Figure 1. M3 wires (run 1).
(2 px per um) Cells faint in the background.
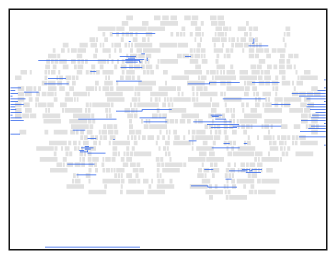
Figure 2. Wiring by layer (run 1).
(3 px per um) Two of the layers only.
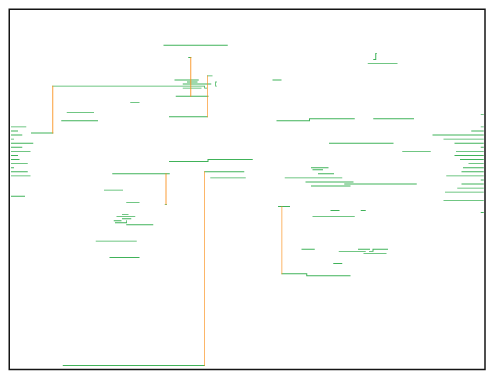
Figure 3. Sequential cells colored by netlist name (run 1).
(3 px per um) Other sequential cells in the stronger gray, the rest of the logic in the fainter gray.
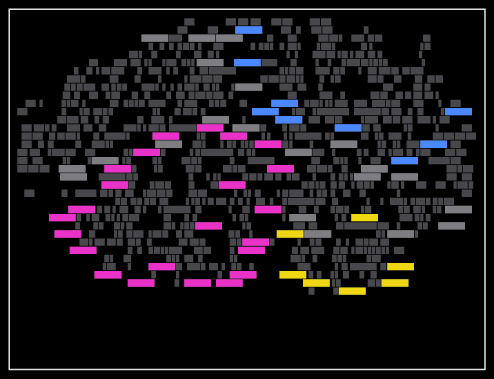
[src/rtl/chase_supervisor.sv]
// chase_supervisor: frame-paced arm/acquire/chase/search/halt sequencer between the
// control loop and motor_out, with per-frame speed/turn ramping and a camera watchdog.
module chase_supervisor #(
   parameter int unsigned MIN_RAD       = 10,
   parameter int unsigned REACQ_FRAMES  = 3,
   parameter int unsigned LOST_FRAMES   = 8,
   parameter int unsigned SEARCH_FRAMES = 90,
   parameter int          SEARCH_TURN   = 60,
   parameter int unsigned RAMP_STEP     = 16,
   parameter int unsigned TIMEOUT_CYC   = 4333333
) (
   input  logic              clk_in,
   input  logic              rst_in,
   input  logic              frame_done_in,
   input  logic              enable_in,
   input  logic              pause_in,
   input  logic [6:0]        cur_rad_in,
   input  logic signed [8:0] speed_in,
   input  logic signed [8:0] turn_in,
   output logic signed [8:0] speed_out,
   output logic signed [8:0] turn_out,
   output logic              motor_en_out,
   output logic [2:0]        state_out,
   output logic              fault_out
);
   localparam int unsigned ACQ_W  = $clog2(REACQ_FRAMES + 1);
   localparam int unsigned LOST_W = $clog2(LOST_FRAMES + 1);
   localparam int unsigned SRCH_W = $clog2(SEARCH_FRAMES + 1);
   localparam int unsigned WD_W   = $clog2(TIMEOUT_CYC + 1);

   localparam logic [ACQ_W-1:0]  ACQ_MAX  = ACQ_W'(REACQ_FRAMES);
   localparam logic [LOST_W-1:0] LOST_MAX = LOST_W'(LOST_FRAMES);
   localparam logic [SRCH_W-1:0] SRCH_MAX = SRCH_W'(SEARCH_FRAMES);
   localparam logic [WD_W-1:0]   WD_MAX   = WD_W'(TIMEOUT_CYC);
   localparam logic signed [9:0] RAMP_S   = 10'(RAMP_STEP);
   localparam logic signed [8:0] SRCH_TRN = 9'(SEARCH_TURN);

   typedef enum logic [2:0] {
      ST_IDLE   = 3'd0,
      ST_ARMED  = 3'd1,
      ST_CHASE  = 3'd2,
      ST_SEARCH = 3'd3,
      ST_HALT   = 3'd4,
      ST_FAULT  = 3'd5
   } state_t;

   state_t              state_q, state_d;
   logic [ACQ_W-1:0]    acq_q, acq_d;
   logic [LOST_W-1:0]   lost_q, lost_d;
   logic [SRCH_W-1:0]   search_q, search_d;
   logic [WD_W-1:0]     wdog_q, wdog_d;
   logic signed [8:0]   speed_q, speed_d, turn_q, turn_d;
   logic                motor_en_q, motor_en_d, fault_q, fault_d;
   logic                frame_prev_q, frame_prev_d;
   logic                frame_tick_c, valid_c, active_c, frozen_c;
   logic signed [8:0]   tgt_speed_c, tgt_turn_c;

   assign frame_tick_c = frame_done_in & ~frame_prev_q;
   assign valid_c      = (cur_rad_in >= 7'(MIN_RAD));

   // Move cur toward tgt by at most RAMP_STEP; -256 target clamps to -255.
   function automatic logic signed [8:0] ramp(input logic signed [8:0] cur,
                                              input logic signed [8:0] tgt);
      logic signed [9:0] t10, diff, r10;
      t10  = (tgt == -9'sd256) ? -10'sd255 : {tgt[8], tgt};
      diff = t10 - {cur[8], cur};
      if (diff > RAMP_S)       r10 = {cur[8], cur} + RAMP_S;
      else if (diff < -RAMP_S) r10 = {cur[8], cur} - RAMP_S;
      else                     r10 = t10;
      return r10[8:0];
   endfunction

   always_comb begin
      state_d      = state_q;
      acq_d        = acq_q;
      lost_d       = lost_q;
      search_d     = search_q;
      wdog_d       = '0;
      speed_d      = speed_q;
      turn_d       = turn_q;
      frame_prev_d = frame_done_in;
      active_c     = (state_q == ST_CHASE) || (state_q == ST_SEARCH);
      frozen_c     = active_c & pause_in;
      tgt_speed_c  = '0;
      tgt_turn_c   = '0;

      if (state_q == ST_CHASE && !pause_in) begin
         tgt_speed_c = speed_in;
         tgt_turn_c  = turn_in;
      end else if (state_q == ST_SEARCH && !pause_in) begin
         tgt_turn_c = SRCH_TRN;
      end

      case (state_q)
         ST_IDLE: begin
            acq_d    = '0;
            lost_d   = '0;
            search_d = '0;
            state_d  = ST_ARMED;
         end
         ST_ARMED: begin
            if (frame_tick_c) begin
               acq_d = !valid_c ? '0 : (acq_q == ACQ_MAX) ? acq_q : acq_q + 1'b1;
               if (acq_d == ACQ_MAX) begin
                  state_d = ST_CHASE;
                  acq_d   = '0;
                  lost_d  = '0;
               end
            end
         end
         ST_CHASE: begin
            if (frame_tick_c && !pause_in) begin
               lost_d = valid_c ? '0 : (lost_q == LOST_MAX) ? lost_q : lost_q + 1'b1;
               if (lost_d == LOST_MAX) begin
                  state_d  = ST_SEARCH;
                  search_d = '0;
                  acq_d    = '0;
               end
            end
         end
         ST_SEARCH: begin
            if (frame_tick_c && !pause_in) begin
               search_d = (search_q == SRCH_MAX) ? search_q : search_q + 1'b1;
               acq_d    = !valid_c ? '0 : (acq_q == ACQ_MAX) ? acq_q : acq_q + 1'b1;
               // Reacquisition wins over search expiry on the same frame.
               if (acq_d == ACQ_MAX) begin
                  state_d = ST_CHASE;
                  acq_d   = '0;
                  lost_d  = '0;
               end else if (search_d == SRCH_MAX) begin
                  state_d = ST_HALT;
               end
            end
         end
         default: begin
            acq_d    = '0;
            lost_d   = '0;
            search_d = '0;
         end
      endcase

      if (active_c && frame_tick_c) begin
         speed_d = ramp(speed_q, tgt_speed_c);
         turn_d  = ramp(turn_q, tgt_turn_c);
      end

      // Watchdog: a frame in the timeout cycle clears it before it can fire.
      if (state_q == ST_ARMED || active_c) begin
         if (frozen_c) begin
            wdog_d = wdog_q;
         end else if (!frame_tick_c) begin
            wdog_d = wdog_q + 1'b1;
            if (wdog_d == WD_MAX) state_d = ST_FAULT;
         end
      end

      if (!enable_in) begin
         state_d  = ST_IDLE;
         acq_d    = '0;
         lost_d   = '0;
         search_d = '0;
         wdog_d   = '0;
      end

      if (state_d != ST_CHASE && state_d != ST_SEARCH) begin
         speed_d = '0;
         turn_d  = '0;
      end
      motor_en_d = (state_d == ST_CHASE) || (state_d == ST_SEARCH);
      fault_d    = (state_d == ST_FAULT);
   end

   always_ff @(posedge clk_in or posedge rst_in) begin
      if (rst_in) begin
         state_q      <= ST_IDLE;
         acq_q        <= '0;
         lost_q       <= '0;
         search_q     <= '0;
         wdog_q       <= '0;
         speed_q      <= '0;
         turn_q       <= '0;
         motor_en_q   <= 1'b0;
         fault_q      <= 1'b0;
         frame_prev_q <= 1'b0;
      end else begin
         state_q      <= state_d;
         acq_q        <= acq_d;
         lost_q       <= lost_d;
         search_q     <= search_d;
         wdog_q       <= wdog_d;
         speed_q      <= speed_d;
         turn_q       <= turn_d;
         motor_en_q   <= motor_en_d;
         fault_q      <= fault_d;
         frame_prev_q <= frame_prev_d;
      end
   end

   assign speed_out    = speed_q;
   assign turn_out     = turn_q;
   assign motor_en_out = motor_en_q;
   assign state_out    = state_q;
   assign fault_out    = fault_q;
endmodule

[config.mk]
export PLATFORM = sky130hd
export DESIGN_NAME = chase_supervisor
export DESIGN_NICKNAME = d
export VERILOG_FILES = /design/src/rtl/chase_supervisor.sv
export SDC_FILE = /design/constraint.sdc
export NUM_CORES = 1
export LEC_CHECK = 0
export CORE_ASPECT_RATIO = 0.75
export CORE_MARGIN = 2
export CORE_UTILIZATION = 30
export DETAILED_ROUTE_END_ITERATION = 6
export GPL_TIMING_DRIVEN = 0
export PLACE_DENSITY_LB_ADDON = 0.3
export SLEW_MARGIN = 20
export SYNTH_ARGS = -nofsm -noshare
export SYNTH_HDL_FRONTEND = slang
export SYNTH_SLANG_ARGS = --single-unit
[constraint.sdc]
create_clock -name clk_in -period 6.8 [get_ports clk_in]
set_clock_uncertainty 0.1 [all_clocks]
set_input_delay 1.36 -clock clk_in [delete_from_list [all_inputs] [get_ports clk_in]]
set_output_delay 1.36 -clock clk_in [all_outputs]
set_load 0.005 [all_outputs]
==> run_results.csv, run 1 <==
group,metric,value,unit
outcome,status,"complete, no violations",
placement,post_dp_cell_area,0.00617,mm2
clock_tree,ctsRootBufferMaster,"clkbuf_16",
final_timing,post-route-period-util,90.5,%
power,share_clk_of_total_power,56.5,%
synth,synth_area_per_cell,7.86,um2
synth,synth.top_cells.by_count,"nand2_1, o21ai_0, dfrtp_1, inv_1, nor2_1",
placement,dp_hpwl,10900,um
worst_setup_path,critical_path_depth,15,
final_timing,setup_viol_count_final,0,
synth,postSynthSeqShare,28.1,%
final_timing,finalMaxSlewViolations,0,
worst_setup_path,cp_data_arrival_time,6320,ps
hold_path,hold-path-endpoint,"acq_q[1]$_DFFE_PP0P_",
placement,port-buffer-count,50,
layout,seq_cells,60,
drt,detail_route.wirelength,14600,um
floorplanning,dieWidth,158,um
synth,number_of_cells_produced_by_synthesis,679,
power,p_sw,0.000215,W
global_routing,maximum_number_of_pins_on_one_net_before_global_route_repair,36,
clock_tree,post_cts_setup_inserts,0,
hold_path,hold_path.class,"register to register",
drt,drtAntennaViolNets,0,
power,ir_drop,99.7,uV
power,p_sw_share,22.2,%
synth,fp_nets,739,
layout,area.sequential,0.00150,mm2
worst_setup_path,worst-setup-path-type,"primary input to register",
power,sequentialPowerShare,37.3,%
layout,logic_area,0.00352,mm2
layout,multi_input_combinational_cell_count,539,
floorplanning,core-area,0.0176,mm2
global_routing,grt_util_all_layers,16.0,%
floorplanning,chipHeight,120,um
layout,largest_cell_class,"combinational gates",
power,comb-power,0.0000605,W
final_timing,timing.final.crit_period,6160,ps
Back to the opening pictures, Figure 1:
The layer holds 5.4% of the routed length. 79 nets have wire on it. The wires run mostly horizontal. The longest straight run is 50.6 um.

Back to the opening pictures, Figure 2:
Key: green = met3 [wire length 784 um]; orange = met4 [wire length 139 um]

Back to the opening pictures, Figure 3:
Key: blue = turn_out [sequential cells 9]; yellow = search_q [sequential cells 7, where bottom right]; magenta = wdog_q [sequential cells 23]
Another 21 sequential cells are not colored.

--- run 2 (diff from run 1) ---
--- a/config.mk
+++ b/config.mk
@@ -6,7 +6,6 @@
 export NUM_CORES = 1
 export LEC_CHECK = 0
 export CORE_ASPECT_RATIO = 0.75
-export CORE_MARGIN = 2
 export CORE_UTILIZATION = 30
 export DETAILED_ROUTE_END_ITERATION = 6
 export GPL_TIMING_DRIVEN = 0
Figure 4. Wiring by layer (run 2).
(3 px per um) Two of the layers only.
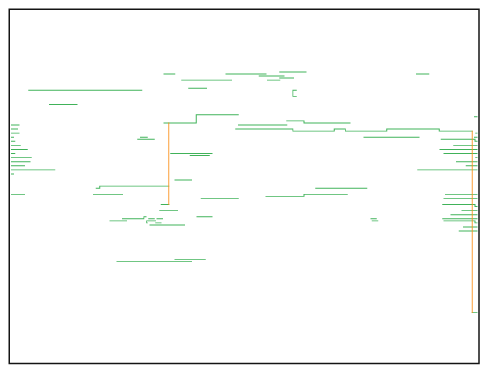
total number of vias: 5158
per-cell routed wire length: 15.0 um
global-route total usage across every layer: 16.9%
WL final: 14700 um

Figure 5. Congestion heat map (run 2).
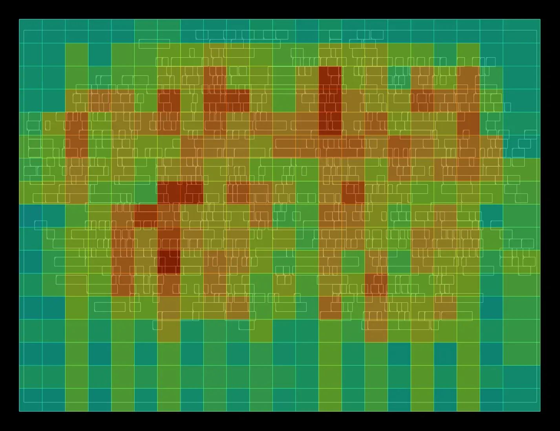
met1 Track Usage GR: 27.0%
global-route layer with the greatest usage: met1
met3 capacity usage during global routing: 3.57%

==> run_results.csv, run 2 <==
group,metric,value,unit
final_timing,fmax_achieved,161,MHz
placement,placedCellCount,966,
final_timing,finalMaxSlewViolations,0,
worst_setup_path,worst-setup-path-type,"primary input to register",
layout,area.sequential,0.00150,mm2
power,ir_drop,105,uV
synth,synth.top_cells.by_count,"nand2_1, o21ai_0, dfrtp_1, inv_1, nor2_1",
floorplanning,chipHeight,118,um
layout,seq_cells,60,
final_timing,post-route-period-util,91.1,%
synth,synth-warning-count,0,
synth,post_synth_num_cell_types,77,
power,p_sw,0.000202,W
power,sequentialPowerShare,39.7,%
layout,buffers_excl_clock,88,
power,p_sw_share,22.2,%
worst_setup_path,crit_path_start_kind,"primary input",
layout,seq_share,23.2,%
layout,sh_comb_area,54.3,%
worst_setup_path,critical_path.endpoint_type,"register",
power,p_leak,2.68,nW
layout,multi_input_combinational_cell_count,539,
layout,logic_area,0.00352,mm2
final_timing,tns,0,ps
power,powerSeq,0.000361,W
hold_path,hold-path-endpoint,"acq_q[1]$_DFFE_PP0P_",
power,comb_power_share,6.7,%
power,top_power_group,"clock",
worst_setup_path,worst-endpoint-required,6910,ps
drt,drtIter0Drc,458,
layout,non_clock_buffer_area_share,10.5,%
final_timing,worst-slew-pin-transition,1000,ps
synth,number_of_cells_produced_by_synthesis,679,
synth,synth_area_per_cell,7.86,um2
synth,synth_stat.cells,679,
worst_setup_path,cp_data_arrival_time,6310,ps
placement,post_dp_cell_area,0.00616,mm2
synth,fp_nets,739,
synth,yosys.area.top_type,"dfrtp_1",
final_timing,relSlewSlack,32.6,%
global_routing,global_route_wire_length_before_repair,24900,um
synth,postSynthSeqShare,28.1,%
synth,synth_top_flop_cell,"dfrtp_1",
power,comb-power,0.0000608,W
floorplanning,core-area,0.0171,mm2
placement,port-buffer-count,50,
placement,dp_hpwl,10900,um
drt,drtAntennaViolNets,0,
outcome,status,"complete, no violations",
clock_tree,post_cts_setup_inserts,0,
layout,largest_cell_class,"combinational gates",
layout,final_layout_top_logic_cells,"nand2_1, o21ai_0, dfrtp_1, clkdlybuf4s50_1, inv_1",
synth,top_cell_area_share,28.1,%
clock_tree,ctsRootBufferMaster,"clkbuf_16",
hold_path,hold_path.class,"register to register",
worst_setup_path,critical_path_depth,15,
clock_tree,clkLatencyLatePin,330,ps
final_timing,setup_viol_count_final,0,
floorplanning,dieWidth,156,um
synth,fraction_of_synthesis_flops_using_an_asynchronous_set_or_reset_pin,100,%
synth,synthAdderAreaFrac,7.31,%
final_timing,timing.final.crit_period,6190,ps
power,share_clk_of_total_power,53.6,%
global_routing,maximum_number_of_pins_on_one_net_before_global_route_repair,39,
Power figures rest on the tool's default switching activity, not on a simulated workload.
